`src/rtl/odt_traverse_engine.sv`:
```
// Oblique decision-tree traversal engine: walks nodes held in an internal RAM,
// doing one sequential dot product and threshold compare per node until it reaches a leaf.
module odt_traverse_engine #(
    parameter int N_ATTR     = 3,
    parameter int ATTR_W     = 10,
    parameter int COEF_W     = 8,
    parameter int ACC_W      = 20,
    parameter int CLASS_W    = 8,
    parameter int ADDR_WIDTH = 5,
    parameter int DEPTH      = 32,
    parameter int MAX_HOPS   = 16,
    parameter int NODE_W     = N_ATTR*COEF_W + ACC_W + 2*(1+CLASS_W)
) (
    input  logic                          clk,
    input  logic                          rst_n,
    input  logic                          cfg_we,
    input  logic [ADDR_WIDTH-1:0]         cfg_addr,
    input  logic [NODE_W-1:0]             cfg_data,
    input  logic                          start,
    input  logic [N_ATTR*ATTR_W-1:0]      attr_in,
    input  logic [ADDR_WIDTH-1:0]         root_addr,
    output logic                          busy,
    output logic                          done,
    output logic [CLASS_W-1:0]            class_out,
    output logic                          err,
    output logic [$clog2(MAX_HOPS+1)-1:0] hops_out
);

    localparam int HOP_W   = $clog2(MAX_HOPS+1);
    localparam int CHILD_W = 1 + CLASS_W;
    localparam int IDX_W   = (N_ATTR > 1) ? $clog2(N_ATTR) : 1;
    localparam int PROD_W  = COEF_W + ATTR_W + 1;
    localparam int EXT_W   = (ACC_W > PROD_W) ? ACC_W : PROD_W;

    typedef enum logic [2:0] {
        S_IDLE, S_FETCH, S_MAC, S_DECIDE, S_FINISH, S_ABORT
    } state_t;

    state_t                    state_reg;
    logic [NODE_W-1:0]         node_mem [DEPTH];
    logic [NODE_W-1:0]         node_reg;
    logic [ADDR_WIDTH-1:0]     node_addr_reg;
    logic [N_ATTR*ATTR_W-1:0]  attr_reg;
    logic signed [ACC_W-1:0]   acc_reg;
    logic [HOP_W-1:0]          hop_reg;
    logic [IDX_W-1:0]          mac_idx_reg;
    logic [CLASS_W-1:0]        class_pend_reg;
    logic                      busy_reg;
    logic                      done_reg;
    logic                      err_reg;
    logic [CLASS_W-1:0]        class_reg;
    logic [HOP_W-1:0]          hops_reg;

    logic                      node_addr_oob;
    logic                      cfg_addr_ok;
    logic                      hop_limit;
    logic signed [COEF_W-1:0]  coef [N_ATTR];
    logic [ATTR_W-1:0]         attr [N_ATTR];
    logic signed [ACC_W-1:0]   threshold;
    logic [CHILD_W-1:0]        left_child;
    logic [CHILD_W-1:0]        right_child;
    logic [CHILD_W-1:0]        child_sel;
    logic                      child_bad;
    logic signed [PROD_W-1:0]  prod;
    logic signed [EXT_W-1:0]   prod_ext;

    // Range checks only exist when the RAM does not fill the whole address space.
    generate
        if (DEPTH < (1 << ADDR_WIDTH)) begin : g_partial_depth
            assign node_addr_oob = node_addr_reg >= ADDR_WIDTH'(DEPTH);
            assign cfg_addr_ok   = cfg_addr < ADDR_WIDTH'(DEPTH);
        end else begin : g_full_depth
            assign node_addr_oob = 1'b0;
            assign cfg_addr_ok   = 1'b1;
        end
    endgenerate

    generate
        for (genvar gi = 0; gi < N_ATTR; gi++) begin : g_unpack
            assign coef[gi] = node_reg[NODE_W-1-gi*COEF_W -: COEF_W];
            assign attr[gi] = attr_reg[gi*ATTR_W +: ATTR_W];
        end
    endgenerate

    assign threshold   = node_reg[2*CHILD_W +: ACC_W];
    assign left_child  = node_reg[CHILD_W +: CHILD_W];
    assign right_child = node_reg[0 +: CHILD_W];
    assign hop_limit   = hop_reg == HOP_W'(MAX_HOPS);

    // Exact signed x unsigned product, sign-extended before wrapping into the accumulator.
    assign prod     = PROD_W'(coef[mac_idx_reg]) * PROD_W'($signed({1'b0, attr[mac_idx_reg]}));
    assign prod_ext = EXT_W'(prod);

    assign child_sel = (acc_reg <= threshold) ? left_child : right_child;
    assign child_bad = (child_sel[CLASS_W-1:0] >> ADDR_WIDTH) != '0;

    always_ff @(posedge clk) begin
        if (cfg_we && !busy_reg && cfg_addr_ok)
            node_mem[cfg_addr] <= cfg_data;
        if (state_reg == S_FETCH && !node_addr_oob)
            node_reg <= node_mem[node_addr_reg];
    end

    always_ff @(posedge clk or negedge rst_n) begin
        if (!rst_n) begin
            state_reg      <= S_IDLE;
            node_addr_reg  <= '0;
            attr_reg       <= '0;
            acc_reg        <= '0;
            hop_reg        <= '0;
            mac_idx_reg    <= '0;
            class_pend_reg <= '0;
            busy_reg       <= 1'b0;
            done_reg       <= 1'b0;
            err_reg        <= 1'b0;
            class_reg      <= '0;
            hops_reg       <= '0;
        end else begin
            done_reg <= 1'b0;
            case (state_reg)
                S_IDLE: begin
                    // Still IDLE during the done pulse, so a start in that cycle is dropped.
                    if (start && !done_reg) begin
                        attr_reg      <= attr_in;
                        node_addr_reg <= root_addr;
                        hop_reg       <= '0;
                        err_reg       <= 1'b0;
                        busy_reg      <= 1'b1;
                        state_reg     <= S_FETCH;
                    end
                end
                S_FETCH: begin
                    if (node_addr_oob || hop_limit) begin
                        state_reg <= S_ABORT;
                    end else begin
                        hop_reg     <= hop_reg + HOP_W'(1);
                        acc_reg     <= '0;
                        mac_idx_reg <= '0;
                        state_reg   <= S_MAC;
                    end
                end
                S_MAC: begin
                    acc_reg <= acc_reg + prod_ext[ACC_W-1:0];
                    if (mac_idx_reg == IDX_W'(N_ATTR-1))
                        state_reg <= S_DECIDE;
                    else
                        mac_idx_reg <= mac_idx_reg + IDX_W'(1);
                end
                S_DECIDE: begin
                    if (child_sel[CLASS_W]) begin
                        class_pend_reg <= child_sel[CLASS_W-1:0];
                        state_reg      <= S_FINISH;
                    end else if (child_bad) begin
                        state_reg <= S_ABORT;
                    end else begin
                        node_addr_reg <= child_sel[ADDR_WIDTH-1:0];
                        state_reg     <= S_FETCH;
                    end
                end
                S_FINISH: begin
                    done_reg  <= 1'b1;
                    busy_reg  <= 1'b0;
                    class_reg <= class_pend_reg;
                    hops_reg  <= hop_reg;
                    err_reg   <= 1'b0;
                    state_reg <= S_IDLE;
                end
                S_ABORT: begin
                    done_reg  <= 1'b1;
                    busy_reg  <= 1'b0;
                    class_reg <= '0;
                    hops_reg  <= hop_reg;
                    err_reg   <= 1'b1;
                    state_reg <= S_IDLE;
                end
                default: state_reg <= S_IDLE;
            endcase
        end
    end

    assign busy      = busy_reg;
    assign done      = done_reg;
    assign err       = err_reg;
    assign class_out = class_reg;
    assign hops_out  = hops_reg;

endmodule

```
`config.mk`:
```
export PLATFORM = sky130hd
export DESIGN_NAME = odt_traverse_engine
export DESIGN_NICKNAME = d
export VERILOG_FILES = /design/src/rtl/odt_traverse_engine.sv
export SDC_FILE = /design/constraint.sdc
export NUM_CORES = 2
export LEC_CHECK = 0
export ABC_AREA = 1
export CORE_ASPECT_RATIO = 0.5
export CORE_MARGIN = 1
export CORE_UTILIZATION = 45
export CTS_CLUSTER_DIAMETER = 60
export CTS_CLUSTER_SIZE = 25
export DETAILED_ROUTE_END_ITERATION = 8
export SETUP_SLACK_MARGIN = 0.1
export SLEW_MARGIN = 15
export SYNTH_ARGS = -nofsm -noshare
export SYNTH_HDL_FRONTEND = slang
export SYNTH_SLANG_ARGS = --single-unit
```
`constraint.sdc`:
```
create_clock -name clk -period 6 [get_ports clk]
set_input_delay 0.9 -clock clk [delete_from_list [all_inputs] [get_ports clk]]
set_output_delay 0.9 -clock clk [all_outputs]
set_load 0.02 [all_outputs]
```
registers.png
The bar under the picture is 200 µm long. Other sequential cells in the stronger grey, the rest of the logic in the fainter grey.
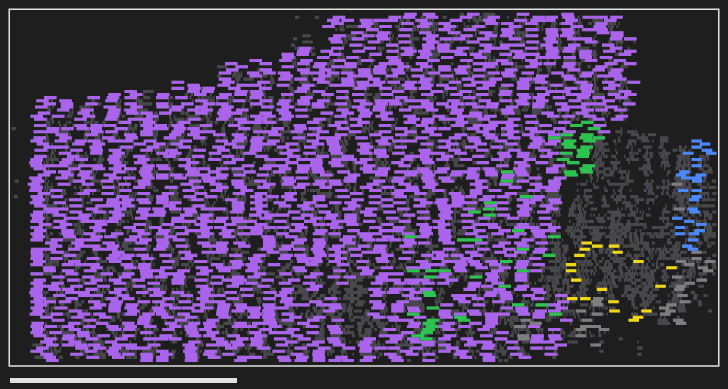
legend:
  node_mem:
    colour: purple
    placed_flops: 1,984
    where: all over the die
  node_reg:
    colour: green
    placed_flops: 62
  acc_reg:
    colour: yellow
    placed_flops: 20
    where: bottom right
  attr_reg:
    colour: blue
    placed_flops: 30
    where: right middle
not coloured: 39

final_congestion.png
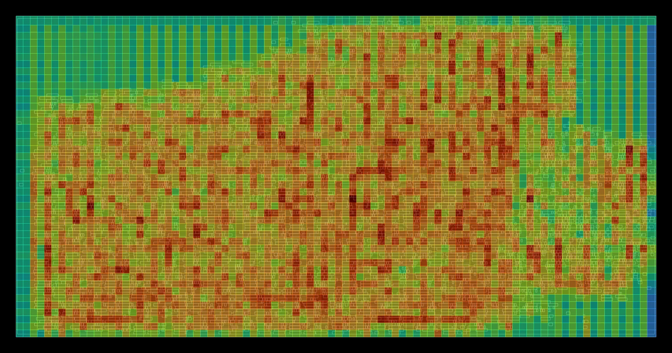
Finished Core Util: 50.8%
GRT met3 Usage: 6.07%
grt met2 use: 40.9%

port_nets.png
The bar under the picture is 200 µm long.
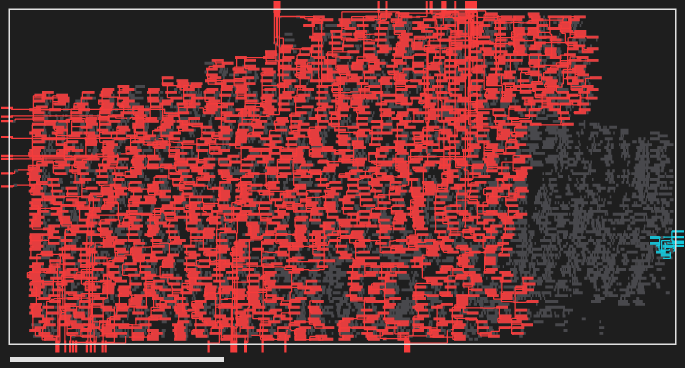
legend:
  cfg_data:
    colour: red
    bits: 62
    direction: input
    edge: 27 bottom, 27 top, 8 left
    end_cells: 1,984
    buffers: 62
    wire: 22.3 mm
  hops_out:
    colour: cyan
    bits: 5
    direction: output
    edge: right
    end_cells: 5
    buffers: 5
    wire: 122 µm
Top Ports: 122
Port Buffers: 121

## worst max-delay path, delay by kind of cell, from the launching register on
kind,cells,cell delay (ps)
flip-flops,1,470
XOR/XNOR,1,110
AND/OR/NAND/NOR,9,900
adder cells (fa/ha/maj),6,2640
AND-OR/OR-AND,9,1260
buffers and inverters,7,700
## repair_timing
item,CTS,global route
endpoints found under the setup margin,11,11
resized,95,101
buffers inserted,17,14
pin swaps,53,44
gates cloned,0,0
hold buffers,0,0
## through the flow
step	instance area, µm²	util (%)	setup TNS (ps)	hold WS [ps]
global placement	92300	48.4	-2250	457
floorplan	86800	-	0	434
CTS	96400	50.6	-454	69.4
finish	96900	50.8	-599	104
global route	96800	50.8	-3820	121
detailed placement	92300	48.4	-2370	458
## Yosys cell counts, types with 7 or more instances
| cell | instances | area share [%] |
|---|---|---|
| a21oi_1 | 56 | 0.32 |
| a31oi_1 | 64 | 0.46 |
| a32oi_1 | 62 | 0.63 |
| buf_1 | 16 | 0.069 |
| buf_2 | 50 | 0.29 |
| buf_4 | 9 | 0.078 |
| clkbuf_1 | 367 | 1.6 |
| dfrtp_1 | 89 | 2.6 |
| edfxtp_1 | 2046 | 71 |
| fa_1 | 50 | 1.2 |
| ha_1 | 90 | 1.3 |
| inv_1 | 217 | 0.94 |
| inv_2 | 12 | 0.052 |
| nand2_1 | 327 | 1.4 |
| nand2_2 | 7 | 0.050 |
| nand3_1 | 182 | 1.1 |
| nor2_1 | 1176 | 5.1 |
| nor3_1 | 10 | 0.058 |
| o21ai_0 | 970 | 5.6 |
| o21ai_1 | 162 | 0.94 |
| o221ai_1 | 396 | 4.0 |
| o22ai_1 | 102 | 0.74 |
| or2_2 | 9 | 0.065 |
| xor2_1 | 15 | 0.15 |
## cells in the final DEF (no fill, tap or decap), types with 15 or more instances in the layout
cell | netlist | layout
o21ai_0 | 970 | 954
clkbuf_16 | 0 | 109
nand3_1 | 182 | 178
o21ai_1 | 162 | 161
a32oi_1 | 62 | 58
o22ai_1 | 102 | 102
a21oi_2 | 0 | 15
buf_6 | 1 | 27
o221ai_1 | 396 | 396
ha_1 | 90 | 77
nand2_1 | 327 | 295
a31oi_1 | 64 | 63
nor2_4 | 1 | 38
fa_1 | 50 | 47
buf_12 | 0 | 55
inv_1 | 217 | 188
a21oi_1 | 56 | 38
dfrtp_1 | 89 | 84
inv_2 | 12 | 33
edfxtp_1 | 2046 | 2046
nand2_2 | 7 | 36
nor2_1 | 1176 | 1134
buf_4 | 9 | 205
clkdlybuf4s50_1 | 0 | 118
## per-layer routing
layer / track usage [%] / routed length, µm
met1: 38.1 / 110000
met2: 40.9 / 119000
met3: 6.07 / 27800
met4: 5.67 / 5630
met5: 0 / 199
## area by class of cell
| cell class | instances | area, µm² | area share, % |
|---|---|---|---|
| sequential | 2135 | 63700 | 65.8 |
| multi-input combinational | 3728 | 21300 | 22.0 |
| timing repair buffer | 408 | 4150 | 4.29 |
| tap | 2530 | 3170 | 3.27 |
| clock buffer | 121 | 2780 | 2.87 |
| inverter | 232 | 926 | 0.956 |
| clock inverter | 59 | 778 | 0.804 |
| antenna | 13 | 32.5 | 0.0336 |
==> ci_impl_report.md <==
## PnR job results

| Metric | Value |
|---|---|
| Status | `finished with violations` |
| Violated checks | `setup timing` |
| Top logic family | `AND-OR/OR-AND gates` |
| Critical path class | `reg -> reg` |
| Inst Count DP | `about 9,000` |
| R2R Setup Slk | `-260 ps` |
| Mapped Nets | `~6,800` |
| CP Data Required Time | `around 6700 ps` |
| Slew HR | `a little under a tenth` |
| Tot GR Track Use | `between 20% and 30%` |
| Ys cells | `approximately 6,500` |
| Layout cells sized above 1 | `10.2%` |
| Avg WL per Cell | `28.5 µm` |
| Detail Route Antenna Nets | `0` |
| H-tree depth | `3` |
| Non-Filler Instances | `approximately 9,200` |
| Tightest Pin Transition | `between 1000 and 1500 ps` |
| Post-synth seq share | `about three quarters` |
| Fmax | `around 160 MHz` |
| Setup WS pre-CTS | `-378 ps` |
| Final period utilization | `104%` |
| Mean area per synthesized cell | `approximately 13 µm²` |
| Yosys warnings | `0` |
| EDFF count, synth | `2,046` |
| Routed vias | `about 57,000` |
| Post-synthesis instance total | `about 6,500` |
| First-iteration detailed-routing DRC count | `approximately 8,100` |
| Dominant flop cell | `edfxtp_1` |
| Number of CTS-inserted buffers | `about 110` |
| Max Slew Vio Count | `0` |
| Clk buf depth | `3` |
| Asr flop ratio synth | `4.17%` |
| Setup ws final | `-260 ps` |
| Startpoint class of the critical path | `flop` |
| Final HPWL DP | `roughly 140 mm` |
| Row cnt | `about 110` |
| Worst reg2reg path startpoint | `mac_idx_reg[0]` |
| GPL Wtd Cong | `roughly 0.82` |
| Critical Path Fanout Max | `8` |
| Flops after synth | `2,135` |
| Max reg flops | `just under 2,000` |
| RSZ-0062 raised after global routing | `true` |
| Die area | `between 150,000 and 200,000 µm²` |
| MaxCap Viol Count | `0` |
| Post-Route WL | `about 260 mm` |
| Routed vias/inst | `6.18` |
| Most frequent CP cell | `fa_1` |
| Critical Path Start | `mac_idx_reg[0]` |
| Worst hold path class | `in -> async` |
| Initial antenna violation count | `29` |
| Clock Pin Slew Worst Setup and Hold Paths | `90 ps` |
| Largest stage delay on the critical path | `~540 ps` |
| Worst-case reg-to-reg path depth | `32` |
| Die X-Extent | `slightly above 600 µm` |
| Crit path to | `acc_reg[18]` |
| FA/HA/MAJ Cells, Area Fraction | `2.45%` |
| Final setup fails | `5` |
| Height of the die | `312 µm` |
| CP endpoint kind | `flop` |
| Simple-Gate Area Share | `~8%` |
| Core box area | `191,000 µm²` |
| Yosys stat area | `between 80,000 and 90,000 µm²` |
